<file path="src/rtl/counter_pkg.sv">
// counter_pkg
//   Shared constants and helpers for the modulo up/down counter family.
//   - DIR_DOWN / DIR_UP   : encoding of the up_dn input
//   - MODE_WRAP / MODE_SAT: encoding of the sat input
//   - clog2()             : ceiling log2, used to size the prescaler phase register
package counter_pkg;

    localparam logic DIR_DOWN  = 1'b0;
    localparam logic DIR_UP    = 1'b1;
    localparam logic MODE_WRAP = 1'b0;
    localparam logic MODE_SAT  = 1'b1;

    // Number of bits needed to hold values 0..value-1.
    function automatic int clog2(input int value);
        int result;
        int rem;
        result = 0;
        rem    = value - 1;
        while (rem > 0) begin
            result = result + 1;
            rem    = rem >> 1;
        end
        return result;
    endfunction

endpackage

</file>
<file path="src/rtl/counter_prescaler.sv">
// counter_prescaler
//   Divides the counter advance rate. The phase counts 0..PRESCALE-1 on
//   every enabled cycle and holds while en=0; tick is high while the phase
//   sits at PRESCALE-1, so the owner advances once per PRESCALE enabled cycles.
// Ports:
//   clk   in  clock, rising edge
//   reset in  synchronous active-high reset, phase -> 0
//   clr   in  synchronous restart of the period (phase -> 0), wins over en
//   en    in  count enable
//   tick  out high on the last phase of the period
module counter_prescaler
    import counter_pkg::*;
#(
    parameter int PRESCALE = 4
) (
    input  logic clk,
    input  logic reset,
    input  logic clr,
    input  logic en,
    output logic tick
);

    localparam int            PW   = clog2(PRESCALE);
    localparam logic [PW-1:0] LAST = PW'(PRESCALE - 1);

    logic [PW-1:0] phase_reg;

    always_ff @(posedge clk) begin
        if (reset || clr) begin
            phase_reg <= '0;
        end else if (en) begin
            phase_reg <= (phase_reg == LAST) ? '0 : phase_reg + PW'(1);
        end
    end

    assign tick = (phase_reg == LAST);

endmodule

</file>
<file path="src/rtl/mod_updown_counter.sv">
// mod_updown_counter
//   Parametrised modulo up/down counter (range 0..MODULUS-1) with synchronous
//   load, count enable, wrap or saturate mode, a registered one-cycle wrap
//   pulse and a sticky overflow flag.
//   Optional feature macro: MOD_UPDOWN_COUNTER_PRESCALE_EN -- when defined, a
//   counter_prescaler makes the counter advance once per PRESCALE enabled
//   cycles; when undefined every enabled cycle advances and PRESCALE is unused
//   apart from its legality check.
// Ports:
//   clk      in  clock, rising edge
//   reset    in  synchronous active-high reset
//   en       in  count enable
//   up_dn    in  1 = up, 0 = down
//   sat      in  1 = saturate at bound, 0 = wrap
//   load     in  synchronous load strobe (clamped to MODULUS-1)
//   load_val in  load value
//   clr_ovf  in  clears ovf (a simultaneous wrap wins)
//   count    out registered count
//   wrap     out registered one-cycle boundary-event pulse
//   at_term  out combinational: count at the terminal value for up_dn
//   ovf      out registered sticky overflow flag
module mod_updown_counter
    import counter_pkg::*;
#(
    parameter int WIDTH    = 8,
    parameter int MODULUS  = 256,
    parameter int PRESCALE = 4
) (
    input  logic             clk,
    input  logic             reset,
    input  logic             en,
    input  logic             up_dn,
    input  logic             sat,
    input  logic             load,
    input  logic [WIDTH-1:0] load_val,
    input  logic             clr_ovf,
    output logic [WIDTH-1:0] count,
    output logic             wrap,
    output logic             at_term,
    output logic             ovf
);

    generate
        if (MODULUS < 2 || MODULUS > (1 << WIDTH)) begin : g_bad_modulus
            $error("mod_updown_counter: MODULUS must lie in 2..2**WIDTH");
        end
        if (PRESCALE < 2) begin : g_bad_prescale
            $error("mod_updown_counter: PRESCALE must be at least 2");
        end
    endgenerate

    // Extended (WIDTH+1 bit) bounds: MODULUS itself can equal 2**WIDTH.
    localparam logic [WIDTH:0] MOD_EXT = (WIDTH + 1)'(MODULUS);
    localparam logic [WIDTH:0] MAX_EXT = (WIDTH + 1)'(MODULUS - 1);

    logic [WIDTH-1:0] count_reg, count_next;
    logic             wrap_reg, wrap_next;
    logic             ovf_reg, ovf_next;
    logic             tick;

    logic [WIDTH:0]   count_ext, inc_ext, dec_ext, load_ext;
    logic             at_max, at_zero, advance, boundary;

`ifdef MOD_UPDOWN_COUNTER_PRESCALE_EN
    // A load restarts the prescale period along with the count.
    counter_prescaler #(
        .PRESCALE (PRESCALE)
    ) u_prescaler (
        .clk   (clk),
        .reset (reset),
        .clr   (load),
        .en    (en),
        .tick  (tick)
    );
`else
    assign tick = 1'b1;
`endif

    assign count_ext = {1'b0, count_reg};
    assign load_ext  = {1'b0, load_val};
    assign inc_ext   = count_ext + (WIDTH + 1)'(1);
    assign dec_ext   = count_ext - (WIDTH + 1)'(1);

    // Upper bound detected when the increment reaches MODULUS; lower bound
    // by the borrow out of the decrement. Neither relies on 2**WIDTH rollover.
    assign at_max    = (inc_ext == MOD_EXT);
    assign at_zero   = dec_ext[WIDTH];
    assign advance   = en & tick;
    assign boundary  = advance & ((up_dn == DIR_UP) ? at_max : at_zero);

    always_comb begin
        count_next = count_reg;
        if (load) begin
            count_next = (load_ext > MAX_EXT) ? MAX_EXT[WIDTH-1:0] : load_val;
        end else if (advance) begin
            if (up_dn == DIR_UP) begin
                if (!at_max)
                    count_next = inc_ext[WIDTH-1:0];
                else if (sat != MODE_SAT)
                    count_next = '0;
            end else begin
                if (!at_zero)
                    count_next = dec_ext[WIDTH-1:0];
                else if (sat != MODE_SAT)
                    count_next = MAX_EXT[WIDTH-1:0];
            end
        end
        // Load outranks advance, so a boundary on a load edge is not an event.
        wrap_next = boundary & ~load;
        // Setting beats a simultaneous clear.
        ovf_next  = wrap_next | (ovf_reg & ~clr_ovf);
    end

    always_ff @(posedge clk) begin
        if (reset) begin
            count_reg <= '0;
            wrap_reg  <= 1'b0;
            ovf_reg   <= 1'b0;
        end else begin
            count_reg <= count_next;
            wrap_reg  <= wrap_next;
            ovf_reg   <= ovf_next;
        end
    end

    assign count   = count_reg;
    assign wrap    = wrap_reg;
    assign ovf     = ovf_reg;
    assign at_term = (up_dn == DIR_UP) ? at_max : at_zero;

endmodule

</file>
<file path="config.mk">
export PLATFORM = sky130hd
export DESIGN_NAME = mod_updown_counter
export DESIGN_NICKNAME = d
export VERILOG_FILES = /design/src/rtl/counter_pkg.sv /design/src/rtl/counter_prescaler.sv /design/src/rtl/mod_updown_counter.sv
export SDC_FILE = /design/constraint.sdc
export NUM_CORES = 1
export LEC_CHECK = 0
export ABC_AREA = 1
export ABC_CLOCK_PERIOD_IN_PS = 2500
export CORE_MARGIN = 2
export CORE_UTILIZATION = 51
export DETAILED_ROUTE_END_ITERATION = 10
export PLACE_DENSITY_LB_ADDON = 0.08
export SETUP_SLACK_MARGIN = 0.3
export SYNTH_ARGS = -nofsm -noshare
export SYNTH_HDL_FRONTEND = slang
export SYNTH_SLANG_ARGS = --single-unit
</file>
<file path="constraint.sdc">
create_clock -name clk -period 2.5 [get_ports clk]
set_input_delay 0.5 -clock clk [delete_from_list [all_inputs] [get_ports clk]]
set_output_delay 0.5 -clock clk [all_outputs]
set_load 0.01 [all_outputs]
</file>
Fig. 1: placement density heat map
Bar = 10 um. 10 x 10 tiles, from white (low) to dark blue (high), 0 to 100% covered.
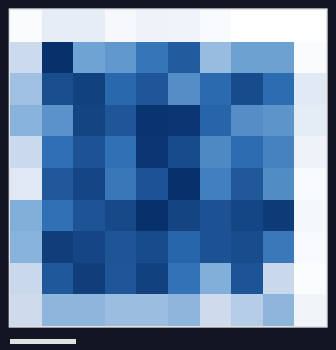
The densest ninth of the die: middle. The mean over all tiles is 57%. The fullest tile reaches 100%. The emptiest ninth of the die: top right. 42% of the tiles are over 75% full.

Fig. 2: placed standard cells
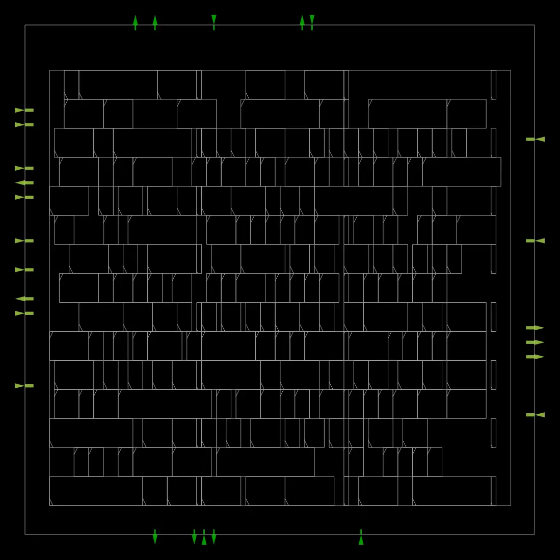
Filler cells: 154
Core Region: 1760 um2
Layout Cells excl Fill: 220
tap cell count: 25
row count: 15

==> impl_metrics.yaml <==
# physical design summary
final_layout:
  antenna_cells: 0
  layout-drive-gt1-share_pct: 21.0
  finalInstanceArea_um2: 1340
  register_area_um2: 209
  nets: 214
global_route:
  antenna_found_initial: 0
  grt_pass1_wl_mm: 4.17
  grt_pass1_vias: 1014
  track_usage_pct: 26.3
  grt_max_degree: 17
status:
  outcome: "finished, final reports clean"
clock_network:
  cts_hold_buf: 0
  path_clk_slew_ns: 0.08
  clock_path_buffers: 2
  ctsHtreeMaxLevel: 1
  numCtsBuffers: 3
  clk_root_buffer_cell: "clkbuf_4"
flow_run:
  tool_warnings: 28
worst_setup_path:
  r2r_end: "count[1]"
  r2r-start: "count[1]"
  crit_arrival_ns: 1.61
  reg2reg_slack_ns: 0.79
timing:
  slew_headroom_pct: 79.0
  setup_viol: 0
  hold_viol: 0
  max_slew.worst_pin.slew_ns: 0.313
synthesis:
  yosysChipArea_um2: 977
  ys_ff: 10
  xor_share_pct: 0.896
  syn_nets: 181
  ys.flop_type: "dfxtp_1"
  synthCells: 163
  syn_area_per_cell_um2: 6.00
  netlist_area_um2: 977
  yosys_warnings: 0
  yosys.cell_types.count: 26
  ys_top_logic_family: "simple AND/OR/NAND/NOR gates"
placed_design:
  dp_cells: 214
  gp_congestion: 0.923
  place_area_um2: 1260
  io_buffer_count: 25
route:
  wl_mm: 2.69
  wl_per_cell_um: 12.2
  antenna_left: 0
  dr.pass1.iters: 4
worst_hold_path:
  hp-class: "reg2reg"
die:
  io_pins: 26
## critical path, cell delays in order (launching register included)
cell and delay [ns]:
dfxtp_4 0.38, inv_1 0.09, ha_2 0.21, nand3_2 0.13
nor2_4 0.18, nand2_1 0.10, o21ai_2 0.08, buf_2 0.15
## worst min path at each step
stage / startpoint / end / slack [ns] / cells past startpoint
6_report: ovf / ovf / 0.49 / 2
5_1_grt: ovf / ovf / 0.52 / 2
4_1_cts: ovf / ovf / 0.49 / 2
3_5_place_dp: ovf / ovf / 0.48 / 2
3_3_place_gp: ovf / ovf / 0.47 / 2
2_1_floorplan: ovf / ovf / 0.51 / 2
## area by class of cell
cell class              instances  share of cell area, %
flip-flops and latches         10                   15.6
multi-input cells             127                   51.0
clock buffers                   4                   2.71
inverters                      22                   6.16
well taps                      25                   2.33
repair buffers                 32                   22.2
## where the power goes
part	total (mW)	switching, mW	internal, mW
clock	0.161	0.0721	0.0888
sequential	0.197	0.0244	0.173
combinational	0.233	0.126	0.106
total	0.591	0.223	0.368
## cell families after synthesis
family | after synthesis
simple gates | 108
xor+xnor | 1
buf+inv | 26
compound gates | 15
fa+ha+maj | 3
flops | 10
## per-layer routing
layer,track usage [%],up-vias,share of wire (%)
met4,11.9,0,2.5
li1,-,589,-
met3,4.91,12,9.3
met2,46.9,73,48
met1,30.1,534,41
met5,0,-,0
## cell usage after synthesis, types with 2 or more instances
cell      number  area, um2
o21ai_0        8       40.0
nand3b_1       2       15.0
nand3_2        3       30.0
nand4_1        5       31.3
ha_1           3       37.5
nor2_2        12       75.1
nor2_1        19       71.3
clkinv_1       4       15.0
dfxtp_1       10        200
nand3_1       17       85.1
inv_2          2       7.51
nand2_1       46        173
a21oi_1        2       10.0
a31oi_1        2       12.5
inv_1         16       60.1
clkbuf_1       2       7.51
## what timing repair did
item,in CTS,in global routing
resized,13,2
endpoints found under the setup margin,1,1
pin swaps,0,0
buffers inserted,2,0
Power is estimated from default activity; no workload was simulated.
